## config.mk

```make
export PLATFORM = sky130hd
export DESIGN_NAME = imem_boot_loader
export DESIGN_NICKNAME = d
export VERILOG_FILES = /design/src/rtl/imem_boot_loader.sv
export SDC_FILE = /design/constraint.sdc
export NUM_CORES = 1
export LEC_CHECK = 0
export ABC_AREA = 1
export CORE_ASPECT_RATIO = 1.2
export CORE_MARGIN = 2
export CORE_UTILIZATION = 35
export DETAILED_ROUTE_END_ITERATION = 7
export GPL_TIMING_DRIVEN = 0
export SLEW_MARGIN = 20
export SYNTH_ARGS = -nofsm -noshare
export SYNTH_HDL_FRONTEND = slang
export SYNTH_SLANG_ARGS = --single-unit
export TNS_END_PERCENT = 1
```

## constraint.sdc

```tcl
create_clock -name clk -period 3.3 [get_ports clk]
set_input_delay 0.66 -clock clk [delete_from_list [all_inputs] [get_ports clk]]
set_output_delay 0.66 -clock clk [all_outputs]
set_load 0.01 [all_outputs]
```

## src/rtl/imem_boot_loader.sv

```systemverilog
// Boot loader: assembles a length-prefixed little-endian byte stream into 32-bit words,
// writes them to instruction memory from address 0 and holds the core in reset until done.
module imem_boot_loader #(
    parameter int DEPTH_WORDS = 64,
    parameter int CNT_W       = 16
) (
    input  logic             clk,
    input  logic             reset,
    input  logic             in_valid,
    input  logic [7:0]       in_data,
    output logic             in_ready,
    input  logic             reload,
    output logic             imem_we,
    output logic [63:0]      imem_addr,
    output logic [31:0]      imem_wdata,
    output logic             core_run,
    output logic             busy,
    output logic             err,
    output logic [CNT_W-1:0] words_loaded,
    output logic [2:0]       dbg_state
);

    // Handshake: a byte transfers on a rising clk edge where in_valid & in_ready are both 1;
    // in_valid may drop at any time and in_data is only looked at on a transfer.

    typedef enum logic [2:0] {
        S_LEN0 = 3'd0,
        S_LEN1 = 3'd1,
        S_DATA = 3'd2,
        S_DONE = 3'd3,
        S_ERR  = 3'd4
    } state_t;

    state_t           state;
    logic [7:0]       count_lo;
    logic [CNT_W-1:0] count;
    logic [1:0]       byte_idx;
    logic [23:0]      asm_q;

    logic        xfer;
    logic [15:0] hdr;
    logic        hdr_bad;
    logic        last_word;

    assign xfer      = in_valid & in_ready;
    assign hdr       = {in_data, count_lo};
    assign hdr_bad   = (hdr == 16'd0) || (int'(hdr) > DEPTH_WORDS);
    assign last_word = (words_loaded + CNT_W'(1)) == count;
    assign dbg_state = state;

    always_ff @(posedge clk or negedge reset) begin
        if (!reset) begin
            state        <= S_LEN0;
            in_ready     <= 1'b0;
            imem_we      <= 1'b0;
            imem_addr    <= '0;
            imem_wdata   <= '0;
            core_run     <= 1'b0;
            busy         <= 1'b0;
            err          <= 1'b0;
            words_loaded <= '0;
            count_lo     <= '0;
            count        <= '0;
            byte_idx     <= '0;
            asm_q        <= '0;
        end else begin
            imem_we <= 1'b0;
            case (state)
                S_LEN0: begin
                    in_ready <= 1'b1;
                    if (xfer) begin
                        count_lo <= in_data;
                        busy     <= 1'b1;
                        state    <= S_LEN1;
                    end
                end
                S_LEN1: begin
                    if (xfer) begin
                        if (hdr_bad) begin
                            state    <= S_ERR;
                            err      <= 1'b1;
                            busy     <= 1'b0;
                            in_ready <= 1'b0;
                        end else begin
                            count    <= CNT_W'(hdr);
                            byte_idx <= '0;
                            state    <= S_DATA;
                        end
                    end
                end
                S_DATA: begin
                    if (xfer) begin
                        case (byte_idx)
                            2'd0: asm_q[7:0]   <= in_data;
                            2'd1: asm_q[15:8]  <= in_data;
                            2'd2: asm_q[23:16] <= in_data;
                            default: begin
                                // Fourth byte completes the word; the write goes out next cycle.
                                imem_we      <= 1'b1;
                                imem_wdata   <= {in_data, asm_q};
                                imem_addr    <= {{(62-CNT_W){1'b0}}, words_loaded, 2'b00};
                                words_loaded <= words_loaded + CNT_W'(1);
                                if (last_word) begin
                                    state    <= S_DONE;
                                    in_ready <= 1'b0;
                                end
                            end
                        endcase
                        byte_idx <= byte_idx + 2'd1;
                    end
                end
                S_DONE: begin
                    // Entered on the last write's edge, so core_run trails imem_we by one cycle.
                    in_ready <= 1'b0;
                    busy     <= 1'b0;
                    core_run <= 1'b1;
                    if (reload) begin
                        state        <= S_LEN0;
                        core_run     <= 1'b0;
                        words_loaded <= '0;
                        imem_addr    <= '0;
                        in_ready     <= 1'b1;
                    end
                end
                S_ERR: begin
                    in_ready <= 1'b0;
                    err      <= 1'b1;
                    busy     <= 1'b0;
                    core_run <= 1'b0;
                    if (reload) begin
                        state        <= S_LEN0;
                        err          <= 1'b0;
                        words_loaded <= '0;
                        imem_addr    <= '0;
                        in_ready     <= 1'b1;
                    end
                end
                default: begin
                    state    <= S_LEN0;
                    in_ready <= 1'b0;
                end
            endcase
        end
    end

endmodule

```

Fig. 1: run 1, placed standard cells
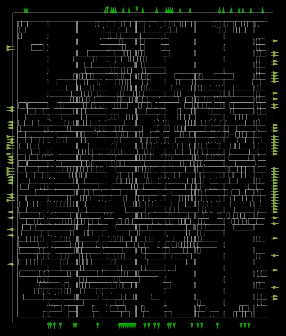
Cell Count, Final, Fillers Out: 1,074
Fillers: 1,595

Fig. 2: run 1, routed clock nets over the placement
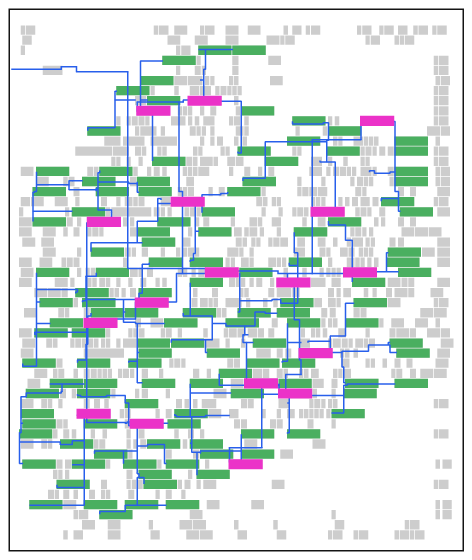
magenta -> clock-net drivers  # count 17
green -> flip-flops  # count 122
blue -> clock wires  # length 1,650 um
routed clock nets = 18

Fig. 3: run 1, wire density map
Bar = 20 um. The die is cut into 24 by 29 equal tiles; dark purple is low, yellow is high, scaled to the fullest tile. Values are wire area over tile area, all layers added.
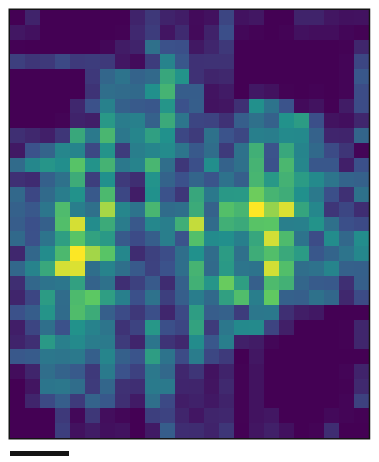
fullest tile = 0.50
tiles over half the peak = 15%
mean over tiles = 0.13

Fig. 4: run 1, register map, names as in the netlist
Other sequential cells in the stronger grey, the rest of the logic in the fainter grey.
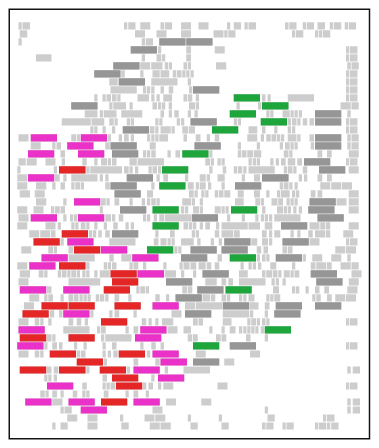
magenta -> imem_wdata  # placed flops 32
green -> count  # placed flops 16
red -> asm_q  # placed flops 24

==> impl_metrics.json, run 1 <==
{
  "setup_ws_ns": 1.01,
  "post_cts_buffers": 0,
  "drcViolationCount": 0,
  "cp_top_family": "simple AND/OR/NAND/NOR gates",
  "setup.worst_path.start": "words_loaded[0]",
  "yosysSeqAreaShare": 0.523,
  "antenna_found_initial": 0,
  "wl_per_cell_um": 13.4,
  "drive_above_1_share": 0.124,
  "p_leak_nw": 3.81,
  "synth_warnings": 0,
  "synthMuxAreaShare": 0,
  "slowest_stage": "dfrtp_1",
  "synth.most_common_cell": "nand2_1",
  "status": "completed",
  "grt_start_max_net_pins": 98,
  "grt_pass1_vias": 4568,
  "post-place-ws_ns": 0.534,
  "syn_area_mm2": 0.00584,
  "ys.flops": 122,
  "vias": 4834,
  "n_clock_buffer": 18,
  "startpoint_type": "register",
  "ys_cells": 699,
  "htreeDepth": 4,
  "hpwlAfterDp_um": 10500,
  "largest_register": "imem_wdata",
  "fin_area_mm2": 0.00773,
  "clkSinkCount": 122,
  "num_rows": 51,
  "port_buffers": 83,
  "gr-total-overflow": 0,
  "sh_comb_area": 0.277,
  "clkCellAreaFrac": 0.0762,
  "synthToLayoutAreaGrowth_pct": 32.4,
  "ir_drop_mv": 0.262,
  "register_area_mm2": 0.00305,
  "die_x_um": 122,
  "place_area_mm2": 0.00714,
  "pin_count": 132,
  "reg.largest.list": "imem_wdata (32), asm_q (24)",
  "r2r_start": "words_loaded[0]",
  "finClkSkew_ns": 0.0106,
  "setup_viol": 0,
  "grtUsageTotal": 0.170,
  "arrival_ns": 2.60,
  "yosysTopAreaCell": "dfrtp_1",
  "hold_buffers": 0,
  "layout_top_cells": "nand2_1, dfrtp_1, inv_1, o21ai_0, clkdlybuf4s50_1",
  "cp_num_cells": 13,
  "cts_max_path_buffers": 2,
  "final-comb-area_mm2": 0.00214,
  "cts_buffers": 17,
  "ys.flop_type": "dfrtp_1",
  "antenna_cells": 0,
  "sh_seq_area": 0.395,
  "utilization": 0.475,
  "edf_count": 0,
  "synthAoiAreaFrac": 0.105,
  "r2r_slack_ns": 1.01,
  "area_leaders": "dfrtp_1, nand2_1, o21ai_0",
  "power_density_mw_per_mm2": 547,
  "nNonClkBuffers": 150,
  "netlist_top_cells_count": "nand2_1, dfrtp_1, inv_1, o21ai_0, buf_4",
  "die_h_um": 145,
  "critPathBufInv": 0,
  "end_kind": "register",
  "fin_hold_ws_ns": 0.0770,
  "rsz0062_at_grt": "false",
  "clockRootBuffer": "clkbuf_16",
  "xor_share": 0.00300,
  "largest_reg_flops": 32,
  "hold_path_class": "in -> async",
  "nWellTaps": 212,
  "tns_ns": 0,
  "crit_type": "reg -> reg",
  "crit_required_ns": 3.61,
  "coreArea_mm2": 0.0163,
  "critPathMaxStageDelay_ns": 0.54
}
-- run 1: routing by layer --
layer / track usage / share of wire / vias up
met5: 0 / 0 / -
met4: 0.0718 / 0.021 / 0
met3: 0.0396 / 0.058 / 20
met2: 0.277 / 0.49 / 160
met1: 0.215 / 0.43 / 2218
li1: - / - / 2436
-- run 1: worst min path at each step --
stage	end	cells after the start	slack, ns	from
finish	imem_wdata[31]	1	0.08	reset
detailed placement	busy	2	0.46	busy
floorplan	asm_q[0]	0	0.36	reset
global route	imem_wdata[29]	1	0.08	reset
CTS	imem_wdata[31]	1	0.07	reset
global placement	busy	2	0.46	busy
-- run 1: power breakdown --
part	leakage (nW)	internal, mW	switching, mW
clock	0.281	1.13	0.732
sequential	1.53	1.60	0.0987
combinational	2.01	0.268	0.402
total	3.81	3.00	1.23
## Run 2: what changed since run 1
==> constraint.sdc (replaced) <==
create_clock -name clk -period 2.1 [get_ports clk]
set_input_delay 0.42 -clock clk [delete_from_list [all_inputs] [get_ports clk]]
set_output_delay 0.42 -clock clk [all_outputs]
set_load 0.01 [all_outputs]
==> run 2 against run 1 <==
Net effect: via count rose by 0.66%; synthesized cell count unchanged; first-iteration DRC count decreased by 9.2%; non-clock buffer count up 4; hold slack gained 0.35 ns; combinational power rose by 61%; flip-flop count did not move; clock-buffer cell count unchanged; routed wire length is 0.44% higher; utilization is 0.50 points higher; area after synthesis did not move; die size unchanged; critical path type is now in -> reg; critical endpoint is now count[7]; largest power group unchanged; highest routed layer unchanged.
==> impl_metrics.json, run 2 <==
{
  "status": "completed",
  "antenna_cells": 0,
  "crit_chain": "clkdlybuf4s50_1 > inv_1 > nand4_1 > nor2_1 > o21ai_0 > nor2_1 > nand3_2 > clkbuf_4 > nand2_1 > inv_1",
  "n_clock_buffer": 18,
  "ys.flop_type": "dfrtp_1",
  "syn_area_mm2": 0.00584,
  "fin_crit_ns": 2.01,
  "pwr-share-clk": 0.439,
  "warning_count": 30,
  "grt_first_pass_wirelength_um": 23300,
  "place_area_mm2": 0.00714,
  "slew_headroom": 0.577,
  "grt_start_max_net_pins": 98,
  "power_sequential_mw": 2.67,
  "hold_path_class": "in -> async",
  "r2r_slack_ns": 0.11,
  "gr-total-overflow": 0,
  "die_h_um": 145,
  "finalPower_mw": 6.68,
  "clockRootBuffer": "clkbuf_16",
  "tightest_slew_ns": 0.630,
  "finClkSkew_ns": 0.0107,
  "hpwlAfterDp_um": 10500,
  "drtIter0Drc": 365,
  "comb_power_share": 0.161,
  "ys_cells": 699,
  "cp_max_fo": 10,
  "synth_cells": 699,
  "cts.reportedPaths.clkPinSlew_ns": 0.06,
  "max_freq_ghz": 0.497,
  "crit_required_ns": 2.41,
  "cts_buffers": 17,
  "layout_top_cells": "nand2_1, dfrtp_1, inv_1, o21ai_0, clkdlybuf4s50_1",
  "die_x_um": 122,
  "nNonClkBuffers": 154,
  "seq_power_share": 0.400,
  "yosysSeqAreaShare": 0.523,
  "clkCellAreaFrac": 0.0754,
  "switching_power_mw": 1.96,
  "startpoint_type": "input port",
  "reg.largest.list": "imem_wdata (32), asm_q (24)",
  "ir_drop_mv": 0.416,
  "intPower_mw": 4.72,
  "drcViolationCount": 0,
  "r2r_start": "words_loaded[1]",
  "htreeDepth": 4,
  "chip_area_mm2": 0.0177,
  "synth_warnings": 0,
  "post-place-ws_ns": -0.426,
  "power_density_mw_per_mm2": 855,
  "r2r_cells": 12,
  "synth.most_common_cell": "nand2_1",
  "area_leaders": "dfrtp_1, nand2_1, o21ai_0",
  "flops": 122,
  "drv_slew": 0,
  "inverters": 97,
  "top_area_frac": 0.523,
  "finalHoldViolations": 0,
  "power_leader": "the clock network",
  "fin_crit_sh": 0.958,
  "arrival_ns": 2.32,
  "first_pass_iters": 5,
  "synthArstFlopShare": 1.00,
  "end_kind": "register",
  "syn_avg_cell_area_um2": 8.35,
  "largest_register": "imem_wdata",
  "fin_hold_ws_ns": 0.427,
  "comb_cells": 461,
  "initCoreUtil": 0.359,
  "port_buffers": 83,
  "clkSinkCount": 122,
  "clk-power_mw": 2.93,
  "cts_tree": "built",
  "grt_pass1_vias": 4577,
  "critPathBufInv": 4,
  "layout.cells.non_filler": 1078,
  "place.gp.congestion": 0.883,
  "tns_ns": 0,
  "cp_top_family": "buffers and inverters",
  "largest_reg_flops": 32,
  "r2r_end": "dbg_state[0]",
  "ant_nets": 0,
  "n_fill_cell": 1591,
  "ys_area_mm2": 0.00584,
  "wl_per_cell_um": 13.4,
  "register_area_mm2": 0.00306,
  "sh_comb_area": 0.278,
  "pg_comb_mw": 1.08,
  "yosysTopAreaCell": "dfrtp_1",
  "slowest_stage": "clkdlybuf4s50_1",
  "switching_share": 0.293,
  "buf_share": 0.174,
  "setup_viol": 0,
  "final_nets": 870,
  "dominant_cells": "flip-flops and latches",
  "cts_max_path_buffers": 2,
  "drv_cap": 0,
  "fin_area_mm2": 0.00781,
  "pin_count": 132,
  "netlist_top_cells_count": "nand2_1, dfrtp_1, inv_1, o21ai_0, buf_4",
  "viasPerCell": 4.51,
  "final-comb-area_mm2": 0.00217,
  "antenna_found_initial": 0,
  "rsz0062_at_grt": "true",
  "critPathMaxStageDelay_ns": 0.57,
  "grtUsageTotal": 0.170,
  "critPathCapture": "count[7]",
  "clkLatencyLatePin_ns": 0.43,
  "setup_ws_ns": 0.0891,
  "synthToLayoutAreaGrowth_pct": 33.8,
  "setup.worst_path.start": "in_data[6]",
  "lay_top_count": "nand2_1",
  "cp_num_cells": 10,
  "p_leak_nw": 3.83,
  "drive_above_1_share": 0.145,
  "edf_count": 0,
  "ys.flops": 122,
  "synth_cell_types": 30,
  "post-place-cells": 1042,
  "crit_type": "in -> reg",
  "sh_seq_area": 0.391
}
## run 2: cell counts after synthesis
Identical to the previous run, type by type.
## run 2: logic make-up (layout without fill, tap and decap cells)
kind of cell	after synthesis	after routing	synth area share
buffers and inverters	163	283	0.141
AND-OR/OR-AND	117	117	0.105
adder cells (fa/ha/maj)	5	5	0.0107
AND/OR/NAND/NOR	289	289	0.217
XOR/XNOR	2	2	0.00300
flip-flops	122	122	0.523
other	1	48	0.000642
## run 2: timing repair
action	in CTS	in global routing
endpoints found under the setup margin	5	69
hold buffers	1	0
buffers inserted	3	0
endpoints found under the hold margin	25	0
pin swaps	1	1
resized	5	19
## run 2: layer usage
metal  GRT usage  wire [um]  share of wire
met3      0.0392        837          0.058
met1       0.216       6290           0.43
met2       0.278       7070           0.49
met4      0.0713        286          0.020
met5           0          0              0
Fig. 5: run 2, placed standard cells
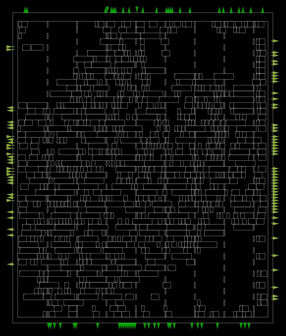
tapcell count: 212
end-of-flow core utilization: 0.480
CORE AREA: 0.0163 mm^2
standard-cell row count: 51

Fig. 6: run 2, signal wires on met4
Bar = 20 um. Supply wires on this layer in grey.
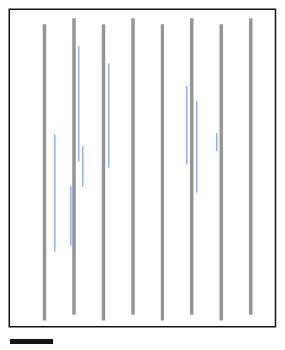
share of all routed wire = 2.0%
nets with wire on the layer = 5
wire length on this layer = 286 um
longest straight run = 53.7 um
main direction = vertical
final wirelength: 14,500 um
DR vias: 4,866

## Run 3: what changed since run 2
--- a/config.mk
+++ b/config.mk
@@ -6,12 +6,14 @@
 export NUM_CORES = 1
 export LEC_CHECK = 0
 export ABC_AREA = 1
+export CELL_PAD_IN_SITES_DETAIL_PLACEMENT = 0
+export CELL_PAD_IN_SITES_GLOBAL_PLACEMENT = 2
 export CORE_ASPECT_RATIO = 1.2
 export CORE_MARGIN = 2
-export CORE_UTILIZATION = 35
+export CORE_UTILIZATION = 26
 export DETAILED_ROUTE_END_ITERATION = 7
 export GPL_TIMING_DRIVEN = 0
-export SLEW_MARGIN = 20
+export PLACE_DENSITY_LB_ADDON = 0.1
 export SYNTH_ARGS = -nofsm -noshare
 export SYNTH_HDL_FRONTEND = slang
 export SYNTH_SLANG_ARGS = --single-unit
==> run 3 against run 2 <==
Net effect: area after synthesis is the same; routed wire length grew 18%; critical endpoint is now dbg_state[0]; cell area grew 2.1%; flip-flop count is the same; combinational power is essentially flat; largest cell class unchanged; first-iteration DRC count shrank 36%; critical path type is now reg -> reg.
==> impl_metrics.json, run 3 <==
{
  "setup_ws_ns": 0.0910,
  "num_rows": 60,
  "synthAoiAreaFrac": 0.105,
  "arrival_ns": 2.31,
  "initCoreUtil": 0.263,
  "dominant_cells": "flip-flops and latches",
  "crit_type": "reg -> reg",
  "hold_buffers": 1,
  "tightest_slew_ns": 0.708,
  "nWellTaps": 279,
  "wl_per_cell_um": 14.9,
  "fin_crit_ns": 2.01,
  "buf_share": 0.175,
  "flops": 122,
  "crit_required_ns": 2.40,
  "critPathCapture": "dbg_state[0]",
  "cp_top_family": "simple AND/OR/NAND/NOR gates",
  "yosysSeqAreaShare": 0.523,
  "die_h_um": 168,
  "port_buffers": 83,
  "die_x_um": 141,
  "pg_comb_mw": 1.10,
  "vias": 4963,
  "synthToLayoutAreaGrowth_pct": 36.6,
  "htreeDepth": 4,
  "cp_max_fo": 4,
  "switching_power_mw": 2.04,
  "ys_area_mm2": 0.00584,
  "coreArea_mm2": 0.0222,
  "r2r_cells": 13,
  "largest_register": "imem_wdata",
  "drv_slew": 0,
  "final-comb-area_mm2": 0.00222,
  "rsz0062_at_grt": "true",
  "synthArstFlopShare": 1.00,
  "synthMuxAreaShare": 0,
  "power_leader": "the clock network",
  "largest_reg_flops": 32,
  "slew_headroom": 0.524,
  "post-place-ws_ns": -0.533,
  "startpoint_type": "register",
  "cts.reportedPaths.clkPinSlew_ns": 0.07,
  "intPower_mw": 4.62,
  "ys_sh_adder": 0.0107,
  "post_cts_buffers": 2,
  "place.gp.congestion": 0.790,
  "gr-total-overflow": 0,
  "top_logic_kind": "simple AND/OR/NAND/NOR gates",
  "r2r_end": "dbg_state[0]",
  "xor_share": 0.00300,
  "fin_area_mm2": 0.00798,
  "power_density_mw_per_mm2": 834,
  "seq_power_share": 0.402,
  "cts_max_path_buffers": 2,
  "crit_chain": "ha_2 > nand3_4 > nor2_4 > nand3_1 > nand2_1 > nand2_1 > xnor2_1 > nor2_2 > nand3_2 > nand2_2 > nand2_2 > nand2_1 > nand2_1",
  "nNonClkBuffers": 157,
  "synth_cells": 699,
  "comb_power_share": 0.165,
  "layout_top_cells": "nand2_1, dfrtp_1, inv_1, o21ai_0, clkdlybuf4s50_1",
  "r2r_slack_ns": 0.09,
  "synth_cell_types": 30,
  "ys_cells": 699,
  "setup_viol": 0,
  "area_leaders": "dfrtp_1, nand2_1, o21ai_0",
  "sh_comb_area": 0.279,
  "clkLatencyLatePin_ns": 0.42,
  "yosysTopAreaCell": "dfrtp_1",
  "clkCellAreaFrac": 0.0723,
  "clkSinkCount": 122,
  "synth_warnings": 0,
  "final_nets": 873,
  "hold_path_class": "in -> reg",
  "hpwlAfterDp_um": 12900,
  "reg.largest.list": "imem_wdata (32), asm_q (24)",
  "status": "completed",
  "pin_count": 132,
  "ys.flops": 122,
  "antenna_found_initial": 0,
  "clockRootBuffer": "clkbuf_16",
  "setup.worst_path.start": "words_loaded[0]",
  "slowest_stage": "dfrtp_2",
  "ys.flop_type": "dfrtp_1",
  "cts-resized-gates": 15,
  "finalPower_mw": 6.66
}
## run 3: cell counts after synthesis
No cell type changed its count.
## run 3: per-stage QoR
| step | cells | util | hold slack, ns | setup TNS (ns) |
|---|---|---|---|---|
| 6_report | 1148 | 0.359 | 0.391 | 0 |
| 5_1_grt | 1148 | 0.359 | 0.416 | -0.423 |
| 4_1_cts | 1144 | 0.354 | 0.473 | -0.136 |
| 3_5_place_dp | 1109 | 0.325 | 0.389 | -30.75 |
| 3_3_place_gp | 1108 | 0.324 | 0.460 | -577.83 |
| 2_1_floorplan | 746 | - | 0.124 | 0 |
## run 3: routing by layer
metal | vias up | GRT usage | wire length, um
li1 | 2455 | - | -
met1 | 2396 | 0.191 | 7590
met2 | 102 | 0.261 | 8680
met3 | 10 | 0.0367 | 676
met4 | 0 | 0.0400 | 201
met5 | - | 0 | 0
Fig. 7: run 3, register map, names as in the netlist
Other sequential cells in the stronger grey, the rest of the logic in the fainter grey.
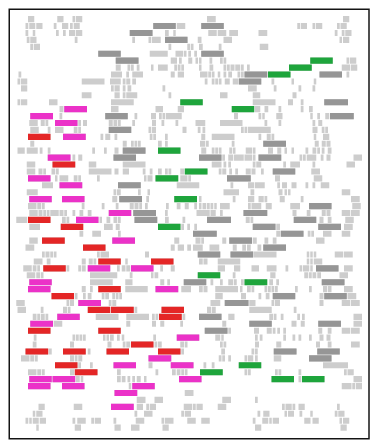
end-of-flow core utilization: 0.359
fraction of area in registers: 0.384
Reg area: 0.00306 mm^2
sequential power: 2.68 mW

Fig. 8: run 3, wire density map
Bar = 50 um. The die is cut into 28 by 34 equal tiles; dark purple is low, yellow is high, scaled to the fullest tile. Values are wire area over tile area, all layers added.
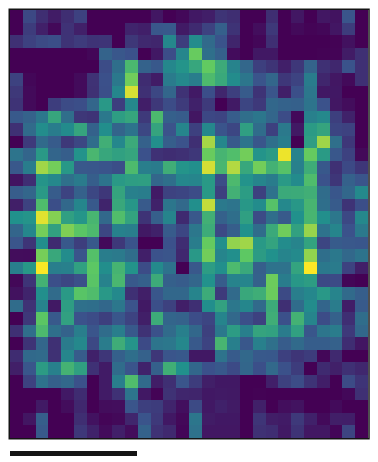
nearly empty tiles = 13%
tiles over half the peak = 18%
mean over tiles = 0.11
fullest tile = 0.39

Power is estimated from default activity; no workload was simulated.
